**Run 1: placement view**

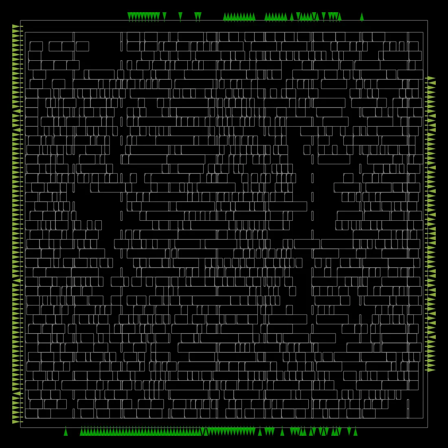
**Run 1: sequential cells coloured by netlist name**

The bar under the picture is 20 um long.
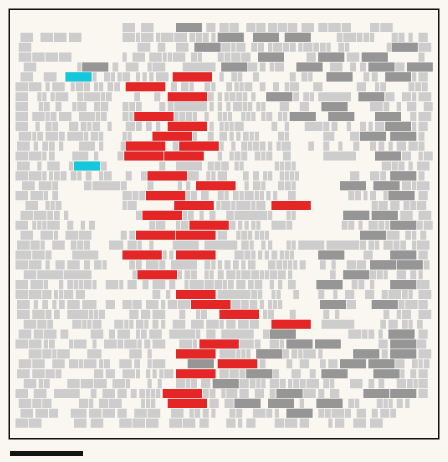
**Run 1: local utilization**

The bar under the picture is 20 um long. 12 x 12 tiles, from white (low) to dark blue (high), 0 to 100% covered.
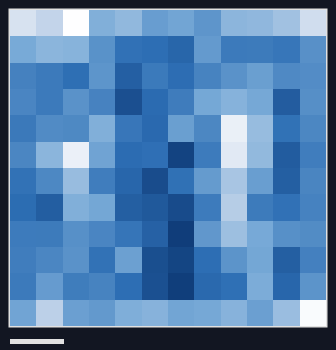
[src/rtl/fetch_sequencer.sv]
// fetch_sequencer: front-end fetch control. Owns the program counter,
// arbitrates fixed-priority redirects, issues one instruction-memory request
// at a time and hands {pc, instr} to decode over a valid/ready handshake.
// Responses belonging to a fetch that a redirect overtook are dropped.
module fetch_sequencer #(
    parameter int PC_WIDTH   = 32,
    parameter int INC_AMOUNT = 4,
    parameter int NUM_REDIR  = 3
) (
    input  logic                          clk,
    input  logic                          rst_n,
    input  logic [PC_WIDTH-1:0]           reset_vector,
    input  logic [NUM_REDIR-1:0]          redir_valid,
    input  logic [NUM_REDIR*PC_WIDTH-1:0] redir_pc,
    output logic [NUM_REDIR-1:0]          redir_grant,
    output logic                          imem_req_valid,
    input  logic                          imem_req_ready,
    output logic [PC_WIDTH-1:0]           imem_req_addr,
    input  logic                          imem_rsp_valid,
    input  logic [31:0]                   imem_rsp_data,
    output logic                          fetch_valid,
    input  logic                          fetch_ready,
    output logic [PC_WIDTH-1:0]           fetch_pc,
    output logic [31:0]                   fetch_instr
);

    typedef enum logic [1:0] {
        ST_IDLE = 2'd0,
        ST_REQ  = 2'd1,
        ST_WAIT = 2'd2,
        ST_HOLD = 2'd3
    } state_t;

    state_t                state_q, state_d;
    logic [PC_WIDTH-1:0]   pc_q, pc_d;
    logic                  drop_q, drop_d;
    logic [PC_WIDTH-1:0]   fetch_pc_q, fetch_pc_d;
    logic [31:0]           fetch_instr_q, fetch_instr_d;

    logic [NUM_REDIR-1:0]  grant_raw;
    logic [PC_WIDTH-1:0]   redir_target;
    logic                  redir_take;
    logic                  pc_load;
    logic                  pc_inc;

    // Fixed-priority pick: scanning downward lets the lowest set index win.
    always_comb begin
        grant_raw    = '0;
        redir_target = '0;
        for (int i = NUM_REDIR - 1; i >= 0; i--) begin
            if (redir_valid[i]) begin
                grant_raw    = '0;
                grant_raw[i] = 1'b1;
                redir_target = redir_pc[i*PC_WIDTH +: PC_WIDTH];
            end
        end
    end

    // Next-state, PC control and output decode; redirects only count outside IDLE.
    always_comb begin
        state_d       = state_q;
        drop_d        = drop_q;
        fetch_pc_d    = fetch_pc_q;
        fetch_instr_d = fetch_instr_q;
        pc_inc        = 1'b0;
        redir_take    = (state_q != ST_IDLE) && (|redir_valid);
        pc_load       = redir_take;

        redir_grant    = redir_take ? grant_raw : '0;
        imem_req_valid = (state_q == ST_REQ);
        fetch_valid    = (state_q == ST_HOLD);

        unique case (state_q)
            ST_IDLE: begin
                state_d = ST_REQ;
            end
            ST_REQ: begin
                if (imem_req_ready) begin
                    // A redirect racing the accepted request orphans its response.
                    state_d = ST_WAIT;
                    drop_d  = redir_take;
                end
            end
            ST_WAIT: begin
                if (imem_rsp_valid) begin
                    state_d = ST_REQ;
                    drop_d  = 1'b0;
                    if (!drop_q && !redir_take) begin
                        fetch_pc_d    = pc_q;
                        fetch_instr_d = imem_rsp_data;
                        pc_inc        = 1'b1;
                        state_d       = ST_HOLD;
                    end
                end else if (redir_take) begin
                    drop_d = 1'b1;
                end
            end
            ST_HOLD: begin
                // Without fetch_ready a redirect kills the held instruction.
                if (fetch_ready || redir_take) begin
                    state_d = ST_REQ;
                end
            end
            default: begin
                state_d = ST_IDLE;
            end
        endcase

        if (pc_load) begin
            pc_d = redir_target;
        end else if (pc_inc) begin
            pc_d = pc_q + PC_WIDTH'(INC_AMOUNT);
        end else begin
            pc_d = pc_q;
        end
    end

    // State, PC and presentation registers with synchronous active-low reset.
    always_ff @(posedge clk) begin
        if (!rst_n) begin
            state_q       <= ST_IDLE;
            pc_q          <= reset_vector;
            drop_q        <= 1'b0;
            fetch_pc_q    <= '0;
            fetch_instr_q <= '0;
        end else begin
            state_q       <= state_d;
            pc_q          <= pc_d;
            drop_q        <= drop_d;
            fetch_pc_q    <= fetch_pc_d;
            fetch_instr_q <= fetch_instr_d;
        end
    end

    assign imem_req_addr = pc_q;
    assign fetch_pc      = fetch_pc_q;
    assign fetch_instr   = fetch_instr_q;

endmodule

[config.mk]
export PLATFORM = sky130hd
export DESIGN_NAME = fetch_sequencer
export DESIGN_NICKNAME = d
export VERILOG_FILES = /design/src/rtl/fetch_sequencer.sv
export SDC_FILE = /design/constraint.sdc
export NUM_CORES = 1
export LEC_CHECK = 0
export ABC_AREA = 1
export ABC_CLOCK_PERIOD_IN_PS = 3000
export CAP_MARGIN = 20
export CORE_UTILIZATION = 42
export DETAILED_ROUTE_END_ITERATION = 12
export GPL_ROUTABILITY_DRIVEN = 1
export PLACE_DENSITY = 0.81
export SLEW_MARGIN = 20
export SYNTH_ARGS = -nofsm -noshare
export SYNTH_HDL_FRONTEND = slang
export SYNTH_SLANG_ARGS = --single-unit
[constraint.sdc]
create_clock -name clk -period 3 [get_ports clk]
set_input_delay 0.9 -clock clk [delete_from_list [all_inputs] [get_ports clk]]
set_output_delay 0.9 -clock clk [all_outputs]
set_load 0.1 [all_outputs]
==> deck_impl_summary.md, run 1 <==
Run Summary

Critical path
  • Crit path launch type: primary input
  • Crit path DAT: 2000 ps
  • Crit-path slowest cell: clkdlybuf4s50_1
  • WS Path Type: primary input to output pin
  • Slowest stage delay, CP: 450 ps

Floorplan
  • Die footprint: 13800 um2
  • Die Wd: 118 um
  • Row count: 41

Final timing
  • Least-Margin Pin Slew: 366 ps
  • Unrepaired setup endpoints after global routing: no
  • Max transition margin: 0.756
  • Tmin final: 2900 ps
  • Hold Violations, Final: 0
  • Final clock skew: 7.41 ps
  • Cycle use final: 0.967
  • Fin Hold WS: 443 ps
  • Fmax achieved: 345 MHz

Place
  • Hpwl dp: 14700 um
  • Placed Area: 8350 um2
  • Setup WS pre-CTS: 24.2 ps
  • PortBufs: 268

Clock network
  • Clock buffer depth: 2
  • Clock transition at the registers of the reported paths: 60 ps
  • H-tree depth: 3
  • Clk root buf: clkbuf_16
  • Worst-Skew Late Latency: 340 ps
  • CTS sink cnt: 99

Job
  • MaxCap Viol Count: 0

Global routing
  • Met1 usage in global routing: 0.331
  • Initial antenna violation count: 0
  • Met3 GRT Util: 0.0606
  • GRT Total Usage: 0.268
  • Met2 usage: 0.452
  • Largest net degree at the start of global routing: 89

Layout
  • Most numerous logic cell after layout: clkdlybuf4s50_1
  • Layout area overhead: 54.1%
  • Ant diodes: 0
  • Ratio of cells with drive above 1 in the final layout: 0.162

Routing
  • DR WL/cell: 15.1 um
  • Drc violations: 0
  • Vias per Instance: 5.08
  • Starting DRC count in detailed routing: 544
  • Vias: 6252

Logic synthesis
  • Ys cells: 794
  • Main flop type: dfxtp_1
  • Synth flops: 99

Status
  • Outcome: complete, no violations
About 'placement view':
register share of the cell area: 0.266
Flops: 99

About 'sequential cells coloured by netlist name':
name in the netlist	colour	placed flops
imem_req_addr	red	32
state_q	cyan	2
Core Util, Final: 0.675
Seq group: 2.14 mW
Reg area: 2300 um2

About 'local utilization':
tiles over 75% full	20%
nearly empty tiles	0.70%
fullest tile	95%
mean over tiles	61%
FP Util: 0.438
area of the core: 12800 um2

-- run 1: logic make-up after synthesis --
group                    count (synthesis)  synth area share
AND/OR/NAND/NOR                        324             0.259
AND-OR/OR-AND                          214             0.203
buffers and inverters                  149             0.112
flip-flops                              99             0.410
adder cells (fa/ha/maj)                  6            0.0134
XOR/XNOR                                 2           0.00312
-- run 1: final cells by class --
class,count,area (um2),share of cell area
multi-input combinational,546,2730,0.315
timing repair buffer,292,2710,0.313
sequential,99,2300,0.266
inverter,106,398,0.0459
clock buffer,11,264,0.0305
tap,172,215,0.0248
clock inverter,5,40.0,0.00462
-- run 1: worst max-delay path: cells and delay by family --
kind / cells / cell delay (ps)
buffers and inverters: 3 / 760
and+or+nand+nor: 1 / 340
-- run 1: cells in the mapped netlist (all sizes together) (5+ instances only) --
library cell / number / share of area
nand2: 162 / 0.11
inv: 105 / 0.070
a21oi: 99 / 0.088
o21ai: 86 / 0.077
nand3: 77 / 0.069
dfxtp: 67 / 0.24
nor2: 58 / 0.046
edfxtp: 32 / 0.17
buf: 25 / 0.030
clkbuf: 18 / 0.012
nand4: 13 / 0.016
a22oi: 12 / 0.016
ha: 6 / 0.013
or2: 6 / 0.0067
a21boi: 5 / 0.0067
-- run 1: per-layer routing --
layer  wire, um  share of wire
met1       7620           0.41
met2       8960           0.48
met3       1580          0.085
met4        481          0.026
met5          0              0
-- run 1: power by group --
group | switching (mW) | internal, mW
clock network | 0.517 | 0.647
logic | 3.15 | 1.05
registers | 0.375 | 1.76
total | 4.04 | 3.46
-- run 1: path summary, 6_finish.rpt --
path                                startpoint                end  cells past startpoint
worst max register to register      state_q[0]  imem_req_addr[15]                     11
worst min-delay path              fetch_pc[18]       fetch_pc[18]                      2
worst max-delay path            redir_valid[2]     redir_grant[2]                      4
worst min register to register    fetch_pc[18]       fetch_pc[18]                      2
-- run 1: per-stage QoR --
step	util	instances
2_1_floorplan	-	794
3_3_place_gp	0.651	1215
3_5_place_dp	0.651	1215
4_1_cts	0.675	1231
5_1_grt	0.675	1231
6_report	0.675	1231
-- run 1: timing repair --
item / 4_1_cts / 5_1_grt
endpoints found under the setup margin: 0 / 2
gates resized: 0 / 2
hold buffers: 0 / 0
buffers inserted: 0 / 0
-- run 1: state kept, by name, summed over array words and instances, names as in the netlist --
name	cells
fetch_instr	32
state_q	2
fetch_pc	32
drop_q	1
imem_req_addr	32
==> run 1 -> run 2 <==
--- a/config.mk
+++ b/config.mk
@@ -8,10 +8,10 @@
 export ABC_AREA = 1
 export ABC_CLOCK_PERIOD_IN_PS = 3000
 export CAP_MARGIN = 20
-export CORE_UTILIZATION = 42
+export CORE_UTILIZATION = 35
 export DETAILED_ROUTE_END_ITERATION = 12
 export GPL_ROUTABILITY_DRIVEN = 1
-export PLACE_DENSITY = 0.81
+export PLACE_DENSITY = 0.69
 export SLEW_MARGIN = 20
 export SYNTH_ARGS = -nofsm -noshare
 export SYNTH_HDL_FRONTEND = slang
==> deck_impl_summary.md, run 2 <==
Run Summary

Global routing
  • Initial antenna violation count: 0 (unchanged)
  • GRT Total Usage: 0.231 (was 0.268)
  • Largest net degree at the start of global routing: 129 (was 89)

Clock network
  • H-tree depth: 3 (unchanged)
  • CTS resizes: 0 (unchanged)
  • Number of setup buffers added after CTS: 0 (unchanged)
  • Clock buffer depth: 2 (unchanged)
  • Clock transition at the registers of the reported paths: 60 ps (about the same)
  • Clk root buf: clkbuf_16 (unchanged)

Final timing
  • Unrepaired setup endpoints after global routing: no (unchanged)
  • Least-Margin Pin Slew: 484 ps (was 366 ps)
  • Final clock skew: 6.10 ps (was 7.41 ps)
  • Tmin final: 2930 ps (was 2900 ps)
  • Cycle use final: 0.977 (was 0.967)

Status
  • Outcome: complete, no violations (unchanged)

Layout
  • Most numerous logic cell after layout: clkdlybuf4s50_1 (unchanged)
  • Reg area: 2300 um2 (unchanged)
  • Ant diodes: 0 (unchanged)
  • Layout area overhead: 53.5% (was 54.1%)
  • Gate Area: 2730 um2 (unchanged)
  • Ratio of cells with drive above 1 in the final layout: 0.156 (was 0.162)

Logic synthesis
  • Top-area cell type share of the netlist area: 0.239 (unchanged)
  • Ys cells: 794 (unchanged)
  • Main flop type: dfxtp_1 (unchanged)
  • Cell type with the largest total area: dfxtp_1 (unchanged)
  • Synth top cells by count: nand2_1, inv_1, a21oi_1 (unchanged)
  • Synth top cell by count: nand2_1 (unchanged)
  • Synth flops: 99 (unchanged)

Floorplan
  • FP Util: 0.364 (was 0.438)
  • Die footprint: 16600 um2 (was 13800 um2)

Power
  • Combinational Power Share: 0.561 (was 0.560)
  • Sw frac: 0.541 (was 0.538)

Critical path
  • Slowest stage delay, CP: 580 ps (was 450 ps)
  • Crit path DAT: 2030 ps (was 2000 ps)
  • Crit path launch type: primary input (unchanged)
  • WS Path Type: primary input to output pin (unchanged)

Place
  • Placed Area: 8350 um2 (about the same)
  • Hpwl dp: 15100 um (was 14700 um)

Routing
  • Vias: 6168 (was 6252)
  • Vias per Instance: 4.87 (was 5.08)

Job
  • MaxCap Viol Count: 0 (unchanged)
-- run 2: cell count changes in the layout (fill, tap and decap cells not counted), sizes merged --
cell           before  now
dlymetal6s2s        2    1
buf               126  122
clkdlybuf4s50     164  165
inv               109  106
clkinv              2    1
clkbuf             11   15
-- run 2: stage by stage --
stage,setup TNS (ps),std cells,utilization
floorplan,-110,794,-
global placement,0,1250,0.541
detailed placement,0,1250,0.541
CTS,0,1266,0.559
global route,0,1266,0.559
finish,0,1266,0.559
-- run 2: worst max-delay path: cells and delay by family --
| kind | cells | cell delay, ps |
|---|---|---|
| simple gates | 3 | 270 |
| buf+inv | 3 | 850 |
-- run 2: final timing paths --
| path | from | endpoint | slack (ps) | cells after the start |
|---|---|---|---|---|
| setup / recovery | redir_valid[1] | redir_grant[0] | 70 | 6 |
| hold / removal | fetch_pc[7] | fetch_pc[7] | 440 | 2 |
| setup reg to reg | state_q[1] | imem_req_addr[10] | 800 | 8 |
| hold reg to reg | fetch_pc[7] | fetch_pc[7] | 440 | 2 |
-- run 2: area by class of cell --
class	instances	area share
timing repair buffer	288	0.308
tap	211	0.0306
sequential	99	0.267
clock buffer	15	0.0315
inverter	106	0.0461
multi-input combinational	546	0.317
clock inverter	1	0.000725
-- run 2: power by group through the flow --
stage	Sequential (mW)	Clock [mW]	Combinational [mW]
2_1_floorplan	4.04	0	1.17
3_5_place_dp	2.17	0	4.15
5_1_grt	2.19	1.18	4.37
6_report	2.15	1.10	4.15
4_1_cts	2.14	1.13	4.16
3_3_place_gp	2.16	0	4.13
-- run 2: per-layer routing --
| layer | global-route usage | up-vias | wire, um |
|---|---|---|---|
| met5 | 0 | - | 0 |
| met4 | 0.0720 | 0 | 399 |
| met3 | 0.0582 | 28 | 1430 |
| met2 | 0.397 | 247 | 9190 |
| met1 | 0.283 | 2744 | 8150 |
| li1 | - | 3149 | - |
-- run 2: logic make-up after synthesis --
family	synth area share
xor gates and xnor gates	0.00312
buffers and inverters	0.112
adders and majority gates	0.0134
and+or+nand+nor	0.259
DFF	0.410
AOI/OAI and AO/OA	0.203
**Run 2: placement view**

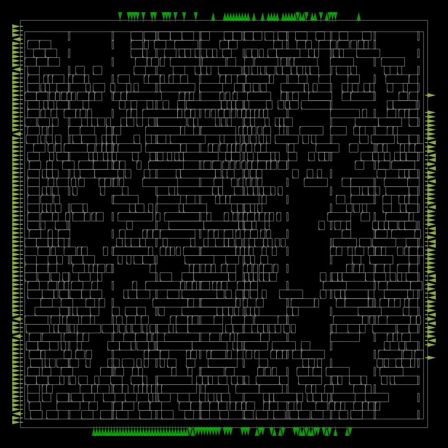
area of the core: 15400 um2
Core Util, Final: 0.559

**Run 2: supply network**

The bar under the picture is 50 um long. Pins as bars on the die edge. Tap cells in grey.
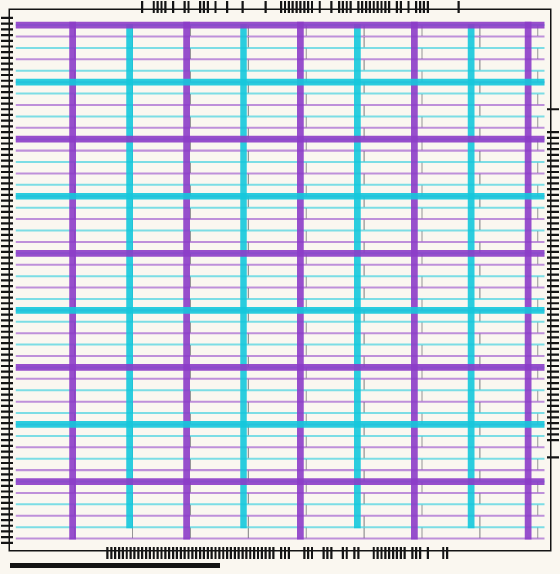
net	colour
VSS	purple
VDD	cyan
met5 straps	9
met4 straps	9
rows	45
Die Wd: 129 um
VDD IR max: 0.370 mV
Die Y: 129 um

**Run 2: wires at chosen ports, followed through buffers**

The bar under the picture is 50 um long.
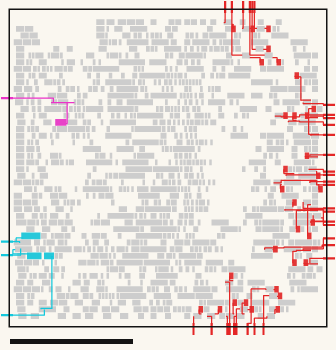
port	colour	bits	direction	edge	end cells	buffers	wire
redir_grant	cyan	3	output	west	3	3	65.7 um
imem_rsp_data	red	32	input	17 east, 9 south, 6 north	32	32	552 um
imem_req_valid	magenta	1	output	west	1	1	37.1 um
io pins: 269
PortBufs: 268

Power is estimated from default activity; no workload was simulated.
